===== src/rtl/uart_mmio_if.sv =====
// Data-bus connection between the core's memory map and the UART peripheral.
// The master drives a request and holds it until the one-cycle ack pulse.
interface uart_mmio_if;
  logic [3:0]  data_addr;
  logic [31:0] data_wr_data;
  logic [3:0]  data_mask;
  logic        data_wr_en;
  logic        data_req;
  logic        data_ack;
  logic [31:0] data_rd_data;

  modport master (
    output data_addr, data_wr_data, data_mask, data_wr_en, data_req,
    input  data_ack, data_rd_data
  );

  modport slave (
    input  data_addr, data_wr_data, data_mask, data_wr_en, data_req,
    output data_ack, data_rd_data
  );
endinterface


===== src/rtl/uart_mmio.sv =====
// Memory-mapped full-duplex UART with TX/RX FIFOs, runtime baud divisor,
// sticky error flags and a level interrupt.
// Register map (byte offsets): 0x0 DATA, 0x4 STATUS, 0x8 DIVISOR, 0xC IRQ_EN.
module uart_mmio #(
  parameter int CLK_SPEED = 100_000_000,
  parameter int BAUDRATE  = 115200,
  parameter int TX_DEPTH  = 16,
  parameter int RX_DEPTH  = 16
) (
  input  logic       clk,
  input  logic       rstz,
  uart_mmio_if.slave bus,
  input  logic       uart_rx,
  output logic       uart_tx,
  output logic       irq
);

  localparam logic [15:0] DIV_RESET = 16'(CLK_SPEED / BAUDRATE - 1);
  localparam int TAW = $clog2(TX_DEPTH);
  localparam int RAW = $clog2(RX_DEPTH);

  typedef enum logic [1:0] {TX_IDLE, TX_START, TX_DATA, TX_STOP} tx_state_e;
  typedef enum logic [2:0] {RX_IDLE, RX_START, RX_DATA, RX_STOP, RX_WAIT} rx_state_e;

  // Bus / control registers
  logic        ack_q;
  logic [31:0] rd_q;
  logic [15:0] div_q;
  logic [1:0]  irq_en_q;
  logic        irq_q, overrun_q, frame_err_q;

  // FIFOs
  logic [7:0]   tx_mem [TX_DEPTH];
  logic [7:0]   rx_mem [RX_DEPTH];
  logic [TAW-1:0] tx_wp_q, tx_rp_q;
  logic [TAW:0]   tx_cnt_q;
  logic [RAW-1:0] rx_wp_q, rx_rp_q;
  logic [RAW:0]   rx_cnt_q;

  // Serial engines
  tx_state_e tx_state_q, tx_state_d;
  logic [15:0] tx_tmr_q, tx_tmr_d;
  logic [2:0]  tx_bit_q, tx_bit_d;
  logic [7:0]  tx_sh_q, tx_sh_d;
  logic        tx_line_q, tx_line_d;
  rx_state_e rx_state_q, rx_state_d;
  logic [15:0] rx_tmr_q, rx_tmr_d;
  logic [2:0]  rx_bit_q, rx_bit_d;
  logic [7:0]  rx_sh_q, rx_sh_d;
  logic [1:0]  rx_sync_q;

  logic        tx_full, tx_empty, rx_full, rx_empty, tx_busy;
  logic        tx_push, tx_pop, rx_push, rx_push_ok, rx_pop, rx_ferr_set, rx_ovr_set;
  logic        req_go, wr_tx, accept;
  logic [1:0]  sel;
  logic [31:0] rd_val;
  logic [15:0] bit_div;
  logic        rx_s;

  assign tx_full  = (tx_cnt_q == (TAW+1)'(TX_DEPTH));
  assign tx_empty = (tx_cnt_q == '0);
  assign rx_full  = (rx_cnt_q == (RAW+1)'(RX_DEPTH));
  assign rx_empty = (rx_cnt_q == '0);
  assign tx_busy  = (tx_state_q != TX_IDLE);
  assign bit_div  = (div_q < 16'd3) ? 16'd3 : div_q;
  assign rx_s     = rx_sync_q[1];

  // Bus decode: accept one request per two cycles; a DATA write into a full
  // TX FIFO waits until the transmitter frees a slot in the same cycle.
  always_comb begin
    // NOTE: every always_comb output gets a default first so no path leaves it unassigned (no latch).
    sel    = bus.data_addr[3:2];
    req_go = bus.data_req & ~ack_q;
    wr_tx  = req_go & bus.data_wr_en & (sel == 2'd0) & bus.data_mask[0];
    accept = req_go & ~(wr_tx & tx_full & ~tx_pop);
    tx_push = accept & wr_tx;
    rx_pop  = accept & ~bus.data_wr_en & (sel == 2'd0) & ~rx_empty;
    rd_val  = '0;
    case (sel)
      2'd0: if (!rx_empty) rd_val = {1'b1, 23'b0, rx_mem[rx_rp_q]};
      2'd1: rd_val = {25'b0, tx_busy, frame_err_q, overrun_q, rx_full, rx_empty, tx_empty, tx_full};
      2'd2: rd_val = {16'b0, div_q};
      default: rd_val = {30'b0, irq_en_q};
    endcase
  end

  // Bus response, configuration registers, sticky flags and interrupt
  always_ff @(posedge clk or negedge rstz) begin
    // NOTE: sequential state uses non-blocking assignments so every register samples pre-edge values.
    if (!rstz) begin
      ack_q       <= 1'b0;
      rd_q        <= '0;
      div_q       <= DIV_RESET;
      irq_en_q    <= '0;
      irq_q       <= 1'b0;
      overrun_q   <= 1'b0;
      frame_err_q <= 1'b0;
    end else begin
      ack_q <= accept;
      rd_q  <= (accept && !bus.data_wr_en) ? rd_val : '0;
      if (accept && bus.data_wr_en) begin
        case (sel)
          2'd1: if (bus.data_mask[0]) begin
            if (bus.data_wr_data[4]) overrun_q   <= 1'b0;
            if (bus.data_wr_data[5]) frame_err_q <= 1'b0;
          end
          2'd2: begin
            if (bus.data_mask[0]) div_q[7:0]  <= bus.data_wr_data[7:0];
            if (bus.data_mask[1]) div_q[15:8] <= bus.data_wr_data[15:8];
          end
          2'd3: if (bus.data_mask[0]) irq_en_q <= bus.data_wr_data[1:0];
          default: ;
        endcase
      end
      if (rx_ovr_set)  overrun_q   <= 1'b1;
      if (rx_ferr_set) frame_err_q <= 1'b1;
      irq_q <= |(irq_en_q & {tx_empty & ~tx_busy, ~rx_empty});
    end
  end

  assign rx_push_ok = rx_push & (~rx_full | rx_pop);
  assign rx_ovr_set = rx_push & rx_full & ~rx_pop;

  // FIFO storage writes
  always_ff @(posedge clk) begin
    // NOTE: FIFO storage has no reset; the counts and pointers alone define valid contents.
    if (tx_push)    tx_mem[tx_wp_q] <= bus.data_wr_data[7:0];
    if (rx_push_ok) rx_mem[rx_wp_q] <= rx_sh_q;
  end

  // FIFO pointers and occupancy counts
  always_ff @(posedge clk or negedge rstz) begin
    if (!rstz) begin
      tx_wp_q <= '0; tx_rp_q <= '0; tx_cnt_q <= '0;
      rx_wp_q <= '0; rx_rp_q <= '0; rx_cnt_q <= '0;
    end else begin
      if (tx_push) tx_wp_q <= tx_wp_q + TAW'(1);
      if (tx_pop)  tx_rp_q <= tx_rp_q + TAW'(1);
      case ({tx_push, tx_pop})
        2'b10:   tx_cnt_q <= tx_cnt_q + (TAW+1)'(1);
        2'b01:   tx_cnt_q <= tx_cnt_q - (TAW+1)'(1);
        default: ;
      endcase
      if (rx_push_ok) rx_wp_q <= rx_wp_q + RAW'(1);
      if (rx_pop)     rx_rp_q <= rx_rp_q + RAW'(1);
      case ({rx_push_ok, rx_pop})
        2'b10:   rx_cnt_q <= rx_cnt_q + (RAW+1)'(1);
        2'b01:   rx_cnt_q <= rx_cnt_q - (RAW+1)'(1);
        default: ;
      endcase
    end
  end

  // TX next state: each state lasts bit_div+1 clocks; STOP chains straight into START
  always_comb begin
    tx_state_d = tx_state_q;
    tx_tmr_d   = tx_tmr_q;
    tx_bit_d   = tx_bit_q;
    tx_sh_d    = tx_sh_q;
    tx_line_d  = tx_line_q;
    tx_pop     = 1'b0;
    case (tx_state_q)
      TX_IDLE: begin
        tx_line_d = 1'b1;
        if (!tx_empty) begin
          tx_pop = 1'b1; tx_sh_d = tx_mem[tx_rp_q];
          tx_state_d = TX_START; tx_tmr_d = bit_div; tx_line_d = 1'b0;
        end
      end
      TX_START:
        if (tx_tmr_q == '0) begin
          tx_state_d = TX_DATA; tx_tmr_d = bit_div; tx_bit_d = '0; tx_line_d = tx_sh_q[0];
        end else tx_tmr_d = tx_tmr_q - 16'd1;
      TX_DATA:
        if (tx_tmr_q == '0) begin
          tx_tmr_d = bit_div;
          if (tx_bit_q == 3'd7) begin
            tx_state_d = TX_STOP; tx_line_d = 1'b1;
          end else begin
            tx_bit_d = tx_bit_q + 3'd1; tx_sh_d = {1'b0, tx_sh_q[7:1]}; tx_line_d = tx_sh_q[1];
          end
        end else tx_tmr_d = tx_tmr_q - 16'd1;
      default:  // TX_STOP
        if (tx_tmr_q == '0) begin
          if (!tx_empty) begin
            tx_pop = 1'b1; tx_sh_d = tx_mem[tx_rp_q];
            tx_state_d = TX_START; tx_tmr_d = bit_div; tx_line_d = 1'b0;
          end else begin
            tx_state_d = TX_IDLE; tx_line_d = 1'b1;
          end
        end else tx_tmr_d = tx_tmr_q - 16'd1;
    endcase
  end

  // RX next state: half-bit start check, then mid-bit samples. IDLE is only
  // entered with the line high, so a low level there is a falling edge.
  always_comb begin
    rx_state_d  = rx_state_q;
    rx_tmr_d    = rx_tmr_q;
    rx_bit_d    = rx_bit_q;
    rx_sh_d     = rx_sh_q;
    rx_push     = 1'b0;
    rx_ferr_set = 1'b0;
    case (rx_state_q)
      RX_IDLE:
        if (!rx_s) begin
          rx_state_d = RX_START; rx_tmr_d = bit_div >> 1;
        end
      RX_START:
        if (rx_tmr_q == '0) begin
          if (rx_s) rx_state_d = RX_IDLE;
          else begin
            rx_state_d = RX_DATA; rx_tmr_d = bit_div; rx_bit_d = '0;
          end
        end else rx_tmr_d = rx_tmr_q - 16'd1;
      RX_DATA:
        if (rx_tmr_q == '0) begin
          rx_sh_d  = {rx_s, rx_sh_q[7:1]};
          rx_tmr_d = bit_div;
          if (rx_bit_q == 3'd7) rx_state_d = RX_STOP;
          else rx_bit_d = rx_bit_q + 3'd1;
        end else rx_tmr_d = rx_tmr_q - 16'd1;
      RX_STOP:
        if (rx_tmr_q == '0) begin
          if (rx_s) begin
            rx_push = 1'b1; rx_state_d = RX_IDLE;
          end else begin
            rx_ferr_set = 1'b1; rx_state_d = RX_WAIT;
          end
        end else rx_tmr_d = rx_tmr_q - 16'd1;
      default:  // RX_WAIT: line must return high before a new frame
        if (rx_s) rx_state_d = RX_IDLE;
    endcase
  end

  // Serial engine state registers and input synchroniser
  always_ff @(posedge clk or negedge rstz) begin
    if (!rstz) begin
      tx_state_q <= TX_IDLE; tx_tmr_q <= '0; tx_bit_q <= '0; tx_sh_q <= '0; tx_line_q <= 1'b1;
      rx_state_q <= RX_IDLE; rx_tmr_q <= '0; rx_bit_q <= '0; rx_sh_q <= '0; rx_sync_q <= 2'b11;
    end else begin
      tx_state_q <= tx_state_d; tx_tmr_q <= tx_tmr_d; tx_bit_q <= tx_bit_d;
      tx_sh_q <= tx_sh_d; tx_line_q <= tx_line_d;
      rx_state_q <= rx_state_d; rx_tmr_q <= rx_tmr_d; rx_bit_q <= rx_bit_d;
      rx_sh_q <= rx_sh_d; rx_sync_q <= {rx_sync_q[0], uart_rx};
    end
  end

  assign bus.data_ack     = ack_q;
  assign bus.data_rd_data = rd_q;
  assign uart_tx          = tx_line_q;
  assign irq              = irq_q;

  logic unused_bus_bits;
  assign unused_bus_bits = &{1'b0, bus.data_addr[1:0], bus.data_wr_data[31:16], bus.data_mask[3:2]};

endmodule

===== src/flat_wrapper.sv =====
// flat-port wrapper written by rule: the top's interface ports become plain ports
module uart_mmio_flat 
#(
  parameter int CLK_SPEED = 100_000_000,
  parameter int BAUDRATE  = 115200,
  parameter int TX_DEPTH  = 16,
  parameter int RX_DEPTH  = 16
)
  (clk, rstz, uart_rx, uart_tx, irq, bus_data_addr, bus_data_wr_data, bus_data_mask, bus_data_wr_en, bus_data_req, bus_data_ack, bus_data_rd_data);
  uart_mmio_if bus_i ();
  input  logic clk;
  input  logic rstz;
  input  logic uart_rx;
  output logic uart_tx;
  output logic irq;
  input wire logic [$bits(bus_i.data_addr)-1:0] bus_data_addr;
  input wire logic [$bits(bus_i.data_wr_data)-1:0] bus_data_wr_data;
  input wire logic [$bits(bus_i.data_mask)-1:0] bus_data_mask;
  input wire logic [$bits(bus_i.data_wr_en)-1:0] bus_data_wr_en;
  input wire logic [$bits(bus_i.data_req)-1:0] bus_data_req;
  output wire logic [$bits(bus_i.data_ack)-1:0] bus_data_ack;
  output wire logic [$bits(bus_i.data_rd_data)-1:0] bus_data_rd_data;
  assign bus_i.data_addr = bus_data_addr;
  assign bus_i.data_wr_data = bus_data_wr_data;
  assign bus_i.data_mask = bus_data_mask;
  assign bus_i.data_wr_en = bus_data_wr_en;
  assign bus_i.data_req = bus_data_req;
  assign bus_data_ack = bus_i.data_ack;
  assign bus_data_rd_data = bus_i.data_rd_data;
  uart_mmio #(.CLK_SPEED(CLK_SPEED), .BAUDRATE(BAUDRATE), .TX_DEPTH(TX_DEPTH), .RX_DEPTH(RX_DEPTH)) u_core (.clk(clk), .rstz(rstz), .bus(bus_i), .uart_rx(uart_rx), .uart_tx(uart_tx), .irq(irq));
endmodule

===== config.mk =====
export PLATFORM = sky130hd
export DESIGN_NAME = uart_mmio_flat
export DESIGN_NICKNAME = d
export VERILOG_FILES = /design/src/rtl/uart_mmio_if.sv /design/src/rtl/uart_mmio.sv /design/src/flat_wrapper.sv
export SDC_FILE = /design/constraint.sdc
export NUM_CORES = 1
export LEC_CHECK = 0
export CELL_PAD_IN_SITES_DETAIL_PLACEMENT = 1
export CELL_PAD_IN_SITES_GLOBAL_PLACEMENT = 1
export CORE_MARGIN = 2
export CORE_UTILIZATION = 51
export DETAILED_ROUTE_END_ITERATION = 7
export GPL_ROUTABILITY_DRIVEN = 1
export PLACE_DENSITY = 0.91
export REMOVE_ABC_BUFFERS = 1
export SYNTH_ARGS = -nofsm -noshare
export SYNTH_HDL_FRONTEND = slang
export SYNTH_SLANG_ARGS = --single-unit

===== constraint.sdc =====
create_clock -name clk -period 4.4 [get_ports clk]
set_input_delay 0.88 -clock clk [delete_from_list [all_inputs] [get_ports clk]]
set_output_delay 0.88 -clock clk [all_outputs]
set_load 0.02 [all_outputs]

==> Slide: Implementation Results <==
Flow Results at a Glance

Run status
  • Status: complete, no violations

Die
  • Die area: 34300 um^2
  • Row cnt: 66

Synth
  • # Cells Yosys: 1149
  • Dominant kind of combinational cell: multiplexers
  • Synth flops: 383
  • Distinct lib cells: 69
  • Async set-reset flop share out of synthesis: 33.2%
  • Synthesis area per yosys: 16800 um^2

Worst setup path
  • Cell family with most CP delay: adder cells
  • R2r startpoint: u_core.tx_tmr_q[0]$_DFF_PN0_
  • Critical path depth: 17
  • Crit Path Max Fanout: 8
  • Reg2reg end: u_core.tx_cnt_q[4]$_DFFE_PN0P_
  • CP Launch Point: u_core.tx_tmr_q[0]$_DFF_PN0_
  • Crit-path cells: inv_1 > ha_1 > nor3b_1 > buf_4 > and4_1 > a21boi_0 > a21boi_2 > inv_1 > ha_1 > inv_1 > fa_1 > inv_1 > a21o_1 > a21oi_1 > xnor2_1 > nor2_1 > xnor2_1

Cells and area
  • Layout area overhead: 14.4%
  • Logic area: 5420 um^2
  • Combinational share of cell area: 28.3%
  • Non-clock buffering overhead: 4.22%
  • Clock buffer count: 54
  • Nonclk inv count: 42
  • Layout cells sized above 1: 18.8%

Timing
  • Max Clock Freq: 263 MHz
  • Slew Viols, Final: 0
  • Final setup viols: 0
  • Fin. Hold Viols: 0

Clock tree
  • Cts hold-fix bufs: 0
  • TritonCTS Buffers: 42
  • Worst-path clk slew: 60 ps
  • Post_cts resized: 0
  • Clock Path Buffers: 3
  • Clock Sinks: 383

Pwr
  • Maximum vdd ir drop: 0.296 mV
  • Comb pwr share: 27.4%
  • Pint: 7510 uW
  • Clock power frac: 30.1%
  • Net switching power: 3860 uW
  • Pwr/cell area: 593 nW/um^2

Placement
  • Hpwl dp: 29400 um

Global routing
  • First-pass GRT wire length: 71100 um
  • M2 GR Usage: 48.5%
  • Global-route met3 utilization: 3.48%
  • Busiest layer in global routing: met2
  • Total GRT Usage: 27.6%

Drt
  • Vias: 10700
  • Routed WL: 46000 um
  • DR WL met2: 23900 um
  • Max layer used: met4

Flow run
  • Max_cap viols: 0
==> layout by cell type, fill, tap and decap left out, drive strengths merged, types with 19 or more instances in the layout <==
cell type	instances
mux4	72
clkinv	19
edfxtp	256
clkdlybuf4s50	43
o21ai	51
mux2	27
buf	50
nor4	19
inv	45
dfrtp	118
xnor2	21
clkbuf	54
ha	25
nor2	67
a21oi	39
nor3	29
nand2	91
==> stage by stage <==
step	hold slack [ps]	total power (uW)	instance area, um^2	util (%)	instances
floorplan	345	6780	16500	-	1089
global placement	347	7590	17800	54.9	1624
detailed placement	353	7840	17800	54.9	1624
CTS	360	11400	19200	59.1	1702
global route	361	11800	19200	59.1	1702
finish	349	11400	19200	59.1	1702
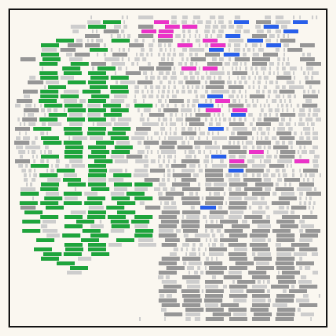
Figure 1: where the registers sit.
Other sequential cells in the stronger gray, the rest of the logic in the fainter gray.
Blue is u_core.div_q, flops 16. Green is u_core.rx_mem, flops 128. Magenta is u_core.bus.data_rd_data, flops 17.
FF+latch area: 10900 um^2
P_seq: 4830 uW

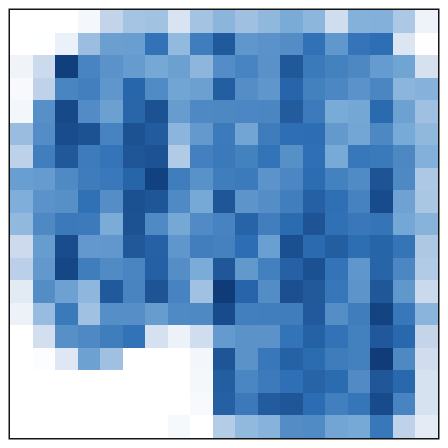
Figure 2: local utilization.
19 x 19 tiles, from white (low) to dark blue (high), 0 to 100% covered.
The mean over all tiles is 54%. The emptiest ninth of the die: bottom left. The fullest tile reaches 95%. 21% of the tiles are over 75% full. 10% of the tiles are nearly empty.

Power and IR drop assume default switching activity.
